===== config.mk =====
export PLATFORM = sky130hd
export DESIGN_NAME = mult_sched
export DESIGN_NICKNAME = d
export VERILOG_FILES = /design/src/rtl/mult_sched_pkg.sv /design/src/rtl/mult_sched_mult_seq.sv /design/src/rtl/mult_sched.sv
export SDC_FILE = /design/constraint.sdc
export NUM_CORES = 1
export LEC_CHECK = 0
export ABC_AREA = 1
export CAP_MARGIN = 20
export CORE_ASPECT_RATIO = 0.7
export CORE_MARGIN = 1.5
export CORE_UTILIZATION = 52
export DETAILED_ROUTE_END_ITERATION = 16
export PLACE_DENSITY = 0.88
export REMOVE_ABC_BUFFERS = 1
export SLEW_MARGIN = 20
export SYNTH_ARGS = -nofsm -noshare
export SYNTH_HDL_FRONTEND = slang
export SYNTH_SLANG_ARGS = --single-unit

===== constraint.sdc =====
create_clock -name clk -period 3.4 [get_ports clk]
set_input_delay 0.68 -clock clk [delete_from_list [all_inputs] [get_ports clk]]
set_output_delay 0.68 -clock clk [all_outputs]
set_load 0.05 [all_outputs]

===== src/rtl/mult_sched_pkg.sv =====
// mult_sched_pkg: shared definitions for the round-robin multiplier scheduler.
//   - FSM state encoding (S_IDLE, S_MUL, S_DONE) and the matching enum type
//   - clog2(): constant function sizing requester ids and iteration counters
package mult_sched_pkg;

  localparam logic [1:0] S_IDLE = 2'd0;
  localparam logic [1:0] S_MUL  = 2'd1;
  localparam logic [1:0] S_DONE = 2'd2;

  typedef enum logic [1:0] {
    ST_IDLE = S_IDLE,
    ST_MUL  = S_MUL,
    ST_DONE = S_DONE
  } state_e;

  // Ceiling log2, never below 1 so a width derived from it is always legal.
  function automatic int clog2(input int v);
    int r;
    r = 0;
    while ((1 << r) < v) r = r + 1;
    if (r == 0) r = 1;
    return r;
  endfunction

endpackage


===== src/rtl/mult_sched_mult_seq.sv =====
// mult_seq: iterative shift-add multiplier, one partial product per clock.
//   clk, rst : clock, asynchronous active-high reset
//   start    : load a/b and begin; ignored bits of a/b are never reused
//   a, b     : w-bit unsigned operands
//   busy     : high while iterations remain
//   fin      : high during the last iteration (the next edge completes p)
//   p        : 2w-bit product, valid once busy has fallen, held until start
module mult_seq
  import mult_sched_pkg::*;
#(
  parameter int w = 4
) (
  input  logic           clk,
  input  logic           rst,
  input  logic           start,
  input  logic [w-1:0]   a,
  input  logic [w-1:0]   b,
  output logic           busy,
  output logic           fin,
  output logic [2*w-1:0] p
);

  localparam int CW = clog2(w);

  logic [2*w-1:0] a_q;
  logic [2*w-1:0] acc_q;
  logic [2*w-1:0] acc_d;
  logic [w-1:0]   b_q;
  logic [CW-1:0]  cnt_q;
  logic           last;

  assign last = (cnt_q == CW'(w - 1));

  // NOTE: every signal written in always_comb gets a default first, so no path leaves it unassigned and no latch is inferred.
  always_comb begin
    acc_d = acc_q;
    if (b_q[cnt_q]) acc_d = acc_q + (a_q << cnt_q);
  end

  // NOTE: sequential state uses non-blocking assignments so every register samples pre-edge values regardless of statement order.
  always_ff @(posedge clk or posedge rst) begin
    if (rst) begin
      a_q   <= '0;
      b_q   <= '0;
      acc_q <= '0;
      cnt_q <= '0;
      busy  <= 1'b0;
    end else if (start) begin
      a_q   <= {{w{1'b0}}, a};
      b_q   <= b;
      acc_q <= '0;
      cnt_q <= '0;
      busy  <= 1'b1;
    end else if (busy) begin
      acc_q <= acc_d;
      cnt_q <= cnt_q + 1'b1;
      if (last) busy <= 1'b0;
    end
  end

  assign fin = busy & last;
  assign p   = acc_q;

endmodule


===== src/rtl/mult_sched.sv =====
// mult_sched: round-robin scheduler sharing one shift-add multiplier among n
// requesters, with a runtime-loadable ignore value that retires matching
// operations early as skipped.
//   clk, rst      : clock, asynchronous active-high reset
//   req[n]        : request lines, bit i = requester i
//   a_in, b_in    : packed operands, requester i at [i*w +: w]
//   ld, ld_val    : load a new ignore value on the edge
//   gnt[n]        : one-hot grant pulse
//   busy          : an operation is in flight
//   done          : one-cycle result pulse, qualified by skip
//   done_id, prod : winner index and 2w-bit product, held between done pulses
module mult_sched
  import mult_sched_pkg::*;
#(
  parameter int           w   = 4,
  parameter int           n   = 4,
  parameter logic [w-1:0] ign = '0
) (
  input  logic                clk,
  input  logic                rst,
  input  logic [n-1:0]        req,
  input  logic [n*w-1:0]      a_in,
  input  logic [n*w-1:0]      b_in,
  input  logic                ld,
  input  logic [w-1:0]        ld_val,
  output logic [n-1:0]        gnt,
  output logic                busy,
  output logic                done,
  output logic [clog2(n)-1:0] done_id,
  output logic                skip,
  output logic [2*w-1:0]      prod
);

  localparam int IW = clog2(n);

  state_e          state_q;
  logic [IW-1:0]   last_q;
  logic [IW-1:0]   sel_q;
  logic [w-1:0]    ign_q;
  logic            skip_q;

  logic [IW-1:0]   idx;
  logic [IW-1:0]   pick;
  logic [n-1:0]    onehot;
  logic            found;
  logic [w-1:0]    a_sel;
  logic [w-1:0]    b_sel;
  logic            hit_ign;
  logic            start;
  logic            mul_busy;
  logic            mul_fin;
  logic [2*w-1:0]  mul_p;

  // Round-robin: scan last_q+1, last_q+2, ... (mod n), first set bit wins.
  always_comb begin
    idx    = '0;
    pick   = '0;
    found  = 1'b0;
    onehot = '0;
    for (int k = 1; k <= n; k++) begin
      idx = IW'((int'(last_q) + k) % n);
      if (!found && req[idx]) begin
        found = 1'b1;
        pick  = idx;
      end
    end
    onehot[pick] = found;
  end

  always_comb begin
    a_sel = '0;
    b_sel = '0;
    for (int i = 0; i < n; i++) begin
      if (pick == IW'(i)) begin
        a_sel = a_in[i*w +: w];
        b_sel = b_in[i*w +: w];
      end
    end
  end

  // Compared against the pre-edge ignore value, so a same-edge ld is not seen.
  assign hit_ign = (a_sel == ign_q) || (b_sel == ign_q);
  assign start   = (state_q == ST_IDLE) && found && !hit_ign;

  mult_seq #(.w(w)) u_mult (
    .clk   (clk),
    .rst   (rst),
    .start (start),
    .a     (a_sel),
    .b     (b_sel),
    .busy  (mul_busy),
    .fin   (mul_fin),
    .p     (mul_p)
  );

  always_ff @(posedge clk or posedge rst) begin
    if (rst) begin
      state_q <= ST_IDLE;
      last_q  <= IW'(n - 1);
      sel_q   <= '0;
      ign_q   <= ign;
      skip_q  <= 1'b0;
      gnt     <= '0;
      busy    <= 1'b0;
      done    <= 1'b0;
      done_id <= '0;
      skip    <= 1'b0;
      prod    <= '0;
    end else begin
      gnt  <= '0;
      done <= 1'b0;
      if (ld) ign_q <= ld_val;

      case (state_q)
        ST_IDLE: begin
          if (found) begin
            gnt     <= onehot;
            sel_q   <= pick;
            busy    <= 1'b1;
            skip_q  <= hit_ign;
            state_q <= hit_ign ? ST_DONE : ST_MUL;
          end
        end
        ST_MUL: begin
          // The core finishes its last iteration on this same edge.
          if (mul_busy && mul_fin) state_q <= ST_DONE;
        end
        ST_DONE: begin
          // Results update only here so they hold steady between done pulses.
          done    <= 1'b1;
          done_id <= sel_q;
          skip    <= skip_q;
          prod    <= skip_q ? '0 : mul_p;
          last_q  <= sel_q;
          busy    <= 1'b0;
          state_q <= ST_IDLE;
        end
        default: state_q <= ST_IDLE;
      endcase
    end
  end

endmodule


==> results.cfg, run 1 <==
; physical design summary
[layout]
finalInstanceArea_um2 = 3726
layout_top_cell = nand2_1
area.growth.synth_to_final_pct = 25.13
drive_gt1_share_pct = 12.13

[setup_path]
r2r_start = last_q[0]$_DFFE_PP1P_
crit_cells = 20
crit_path_frequent_cell = nand2_1
worst-path-buf-inv = 3
crit_type = input port to register
critPathSlowestCell = clkdlybuf4s50_1
cp_cell_sequence = clkdlybuf4s50_1 -> nand2_1 -> nand2_2 -> nand2_4 -> nand2_4 -> nor2_1 -> nand2_1 -> nand3_1 -> nor2_4 -> o21ai_0 -> nand2_1 -> nand2_1 -> nand3_1 -> nand2_1 -> nand2_1 -> inv_1 -> nand2_1 -> nand3_2 -> nand2_1 -> inv_2

[outcome]
outcome = complete, no violations

[place]
place.gp.congestion = 0.8410

[cts]
clkSlewWorstSetupHoldPaths_ps = 90
tritoncts = yes
post_cts_resized = 0
cts_htree_levels = 2

[synthesis]
synth.area.top_cells = dfrtp_1 (38%), nand2_1 (19%), nand3_1 (4.7%)
yosys_most_used_dff = dfrtp_1
top_cell = nand2_1
yosys-top-cells-count = nand2_1 (150), dfrtp_1 (45), inv_1 (34)
yosys.area.top_type_share_pct = 37.82

[flow_run]
maxCapViolCount = 0
openroad.warnings = 25

[floorplanning]
die-area_um2 = 6197
initCoreUtil_pct = 55.48
core_um2 = 5368

[timing]
period_needed_ps = 3156
finalSetupTns_ps = 0
rsz0062_at_grt = no
setup_slack_ps = 244.0
tightest_slew_ps = 795.5

[grt]
grt.total_usage_pct = 24.79
antenna_found_initial = 0
grt_pass1_vias = 2772

[power_and_ir_drop]
seq_power_share_pct = 24.3
powerClk_mw = 0.369
power_frac_comb_pct = 66.4
power_mw = 3.963

[routing]
met1Wirelength_mm = 3.156
vias = 2861
dr_wl_met3_um = 470
met2WireLength_mm = 3.178
drcViolationCount = 0
run 1: logic make-up (layout without fill, tap and decap cells):
kind of cell | Yosys count | after routing
fa+ha+maj | 9 | 9
buf+inv | 60 | 122
mux | 4 | 4
simple gates | 239 | 240
flops | 47 | 47
xor+xnor | 4 | 4
compound gates | 44 | 44
run 1: flip-flops by register name, indices dropped and copies added (netlist names), 4 cells and up:
| register | count |
|---|---|
| u_mult.a_q | 4 |
| prod | 8 |
| u_mult.p | 8 |
| gnt | 4 |
| ign_q | 4 |
| u_mult.b_q | 4 |
run 1: area by class of cell:
class,count,area (um^2)
clock buffer,6,82.58
timing repair buffer,64,628.1
inverter,50,192.7
multi-input combinational,301,1538
tap,72,90.09
clock inverter,2,16.27
fill,428,1642
sequential,47,1179
Figure 1. M2 wires (run 1).
Bar = 20 um.
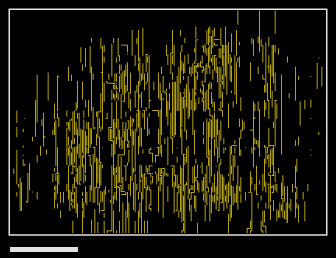
- main direction: vertical
- longest straight run: 24.5 um
- share of all routed wire: 46%

Figure 2. Congestion heat map (run 1).
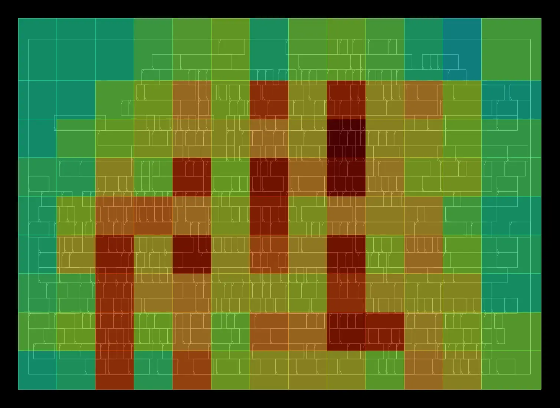
grt met2 use: 40.13%
fin util: 69.42%
GR Util met3: 5.287%

Figure 3. Register map, names as in the netlist (run 1).
Bar = 20 um.
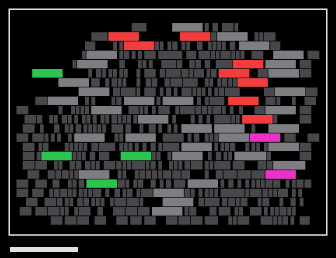
- ign_q: green (placed flops 4)
- done_id: magenta (placed flops 2)
- u_mult.p: red (placed flops 8)

Figure 4. Met3 routing (run 1).
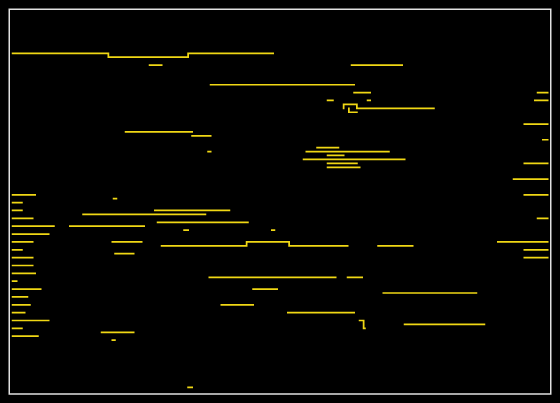
- nets with wire on the layer: 61
- wire length on this layer: 471 um
- main direction: horizontal
- share of all routed wire: 6.8%

Figure 5. Logic cells by family (run 1).
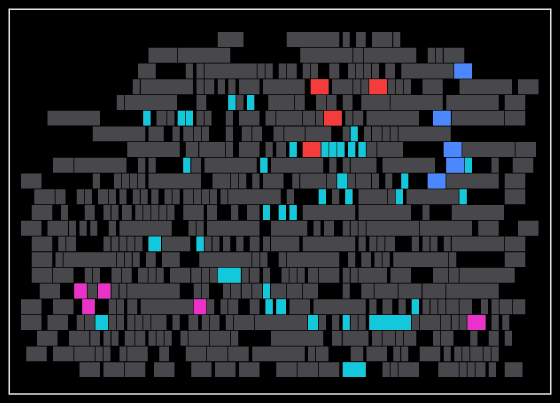

## Run 2: what changed since run 1
- CORE_MARGIN: 1.5 -> 3
Figure 6. Logic cells by family (run 2).
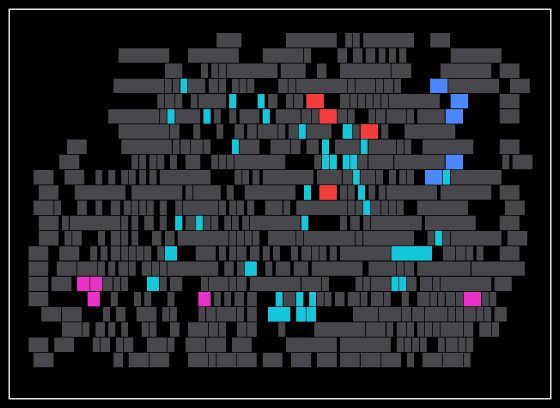
- and/or cells: magenta (cells 5)
- xor and xnor cells: red (cells 4)
- nor cells: cyan (cells 36)
- non-inverting ao/oa cells: blue (cells 5; where upper right)

Figure 7. M2 wires (run 2).
Bar = 20 um.
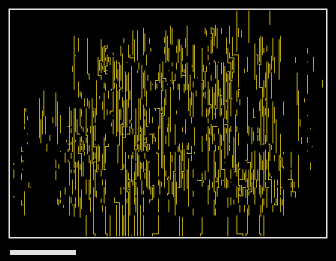
- longest straight run: 25.7 um
- nets with wire on the layer: 408

==> run 2 against run 1 <==
Effect of this change: utilization shrank 1.0 points; flip-flop count is the same; sequential power hardly changed; non-clock buffer count shrank 3; register-to-register slack worse by 80 ps; clock-buffer cell count did not move; hold slack worse by 0.62 ps; first-iteration DRC count fell by 1.9%; final cell count shrank 0.74%; largest cell class unchanged.
==> results.cfg, run 2 <==
; physical design summary
[timing]
period_needed_ps = 3135
rsz0062_at_grt = no
finalSetupTns_ps = 0
tightest_slew_ps = 937.8

[floorplanning]
initCoreUtil_pct = 55.19
core_um2 = 5395

[grt]
grt.total_usage_pct = 21.24
use_met2_pct = 32.11
grt_pass1_vias = 2640
globalRouteMet3Util_pct = 4.555
antenna_found_initial = 0

[setup_path]
worst-path-buf-inv = 4
critPathSlowestCell = clkdlybuf4s50_1
crit_type = input port to register
crit_cells = 20
crit_path_frequent_cell = nand2_1
r2r_start = last_q[0]$_DFFE_PP1P_
cp_cell_sequence = clkdlybuf4s50_1 -> nand2_1 -> nand2_1 -> nand2_2 -> nand2_4 -> nor2_8 -> nand3b_2 -> nand2_2 -> inv_2 -> nor2_2 -> nand2_1 -> nand3_1 -> nand2_1 -> nand2_1 -> inv_1 -> nand2_1 -> nand3_4 -> inv_2 -> nand2_1 -> nand2_1

[place]
place.gp.congestion = 0.8684

[layout]
area.growth.synth_to_final_pct = 23.87
layout_top_cell = nand2_1
nFillCells = 447
drive_gt1_share_pct = 11.59
fin_util_pct = 68.37

[power_and_ir_drop]
power_mw = 3.859

[cts]
clkSlewWorstSetupHoldPaths_ps = 90
tritoncts = yes
post_cts_resized = 0

[routing]
met2WireLength_mm = 2.970
met1Wirelength_mm = 3.207
dr_wl_met3_um = 423

[synthesis]
yosys.area.top_type_share_pct = 37.82
synth.area.top_cells = dfrtp_1 (38%), nand2_1 (19%), nand3_1 (4.7%)

[flow_run]
openroad.warnings = 25

[outcome]
outcome = complete, no violations
Figure 8. Register map, names as in the netlist (run 2).
Bar = 20 um.
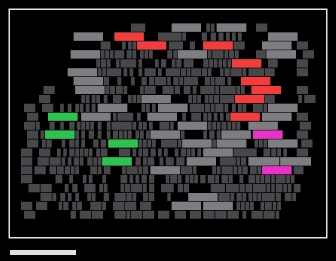
- done_id: magenta (placed flops 2)
- ign_q: green (placed flops 4; where middle left)
- u_mult.p: red (placed flops 8)
- not colored: 33

## run 2: cell counts after synthesis
No cell type changed its count.
## run 2: worst reg2reg max path: stages (launching register included)
cell      delay, ps
dfstp_2         680
inv_6            90
nand2_1          70
nand2_1         100
nand2_2         120
nand2_4          80
nor2_8          110
nand3b_2         90
nand2_2         100
inv_2           130
nor2_2          320
nand2_1         160
nand3_1         120
nand2_1          60
nand2_1          60
inv_1            30
nand2_1         100
nand3_4         240
inv_2           220
nand2_1          90
nand2_1          70
## run 2: cell type report
class	instances	area, um^2	area share [%]
clock buffers	6	82.58	2.239
clock inverters	2	16.27	0.4410
inverters	50	192.7	5.224
multi-input cells	300	1523	41.28
flip-flops and latches	47	1179	31.95
well taps	72	90.09	2.442
repair buffers	61	605.6	16.42
Power figures rest on the tool's default switching activity, not on a simulated workload.
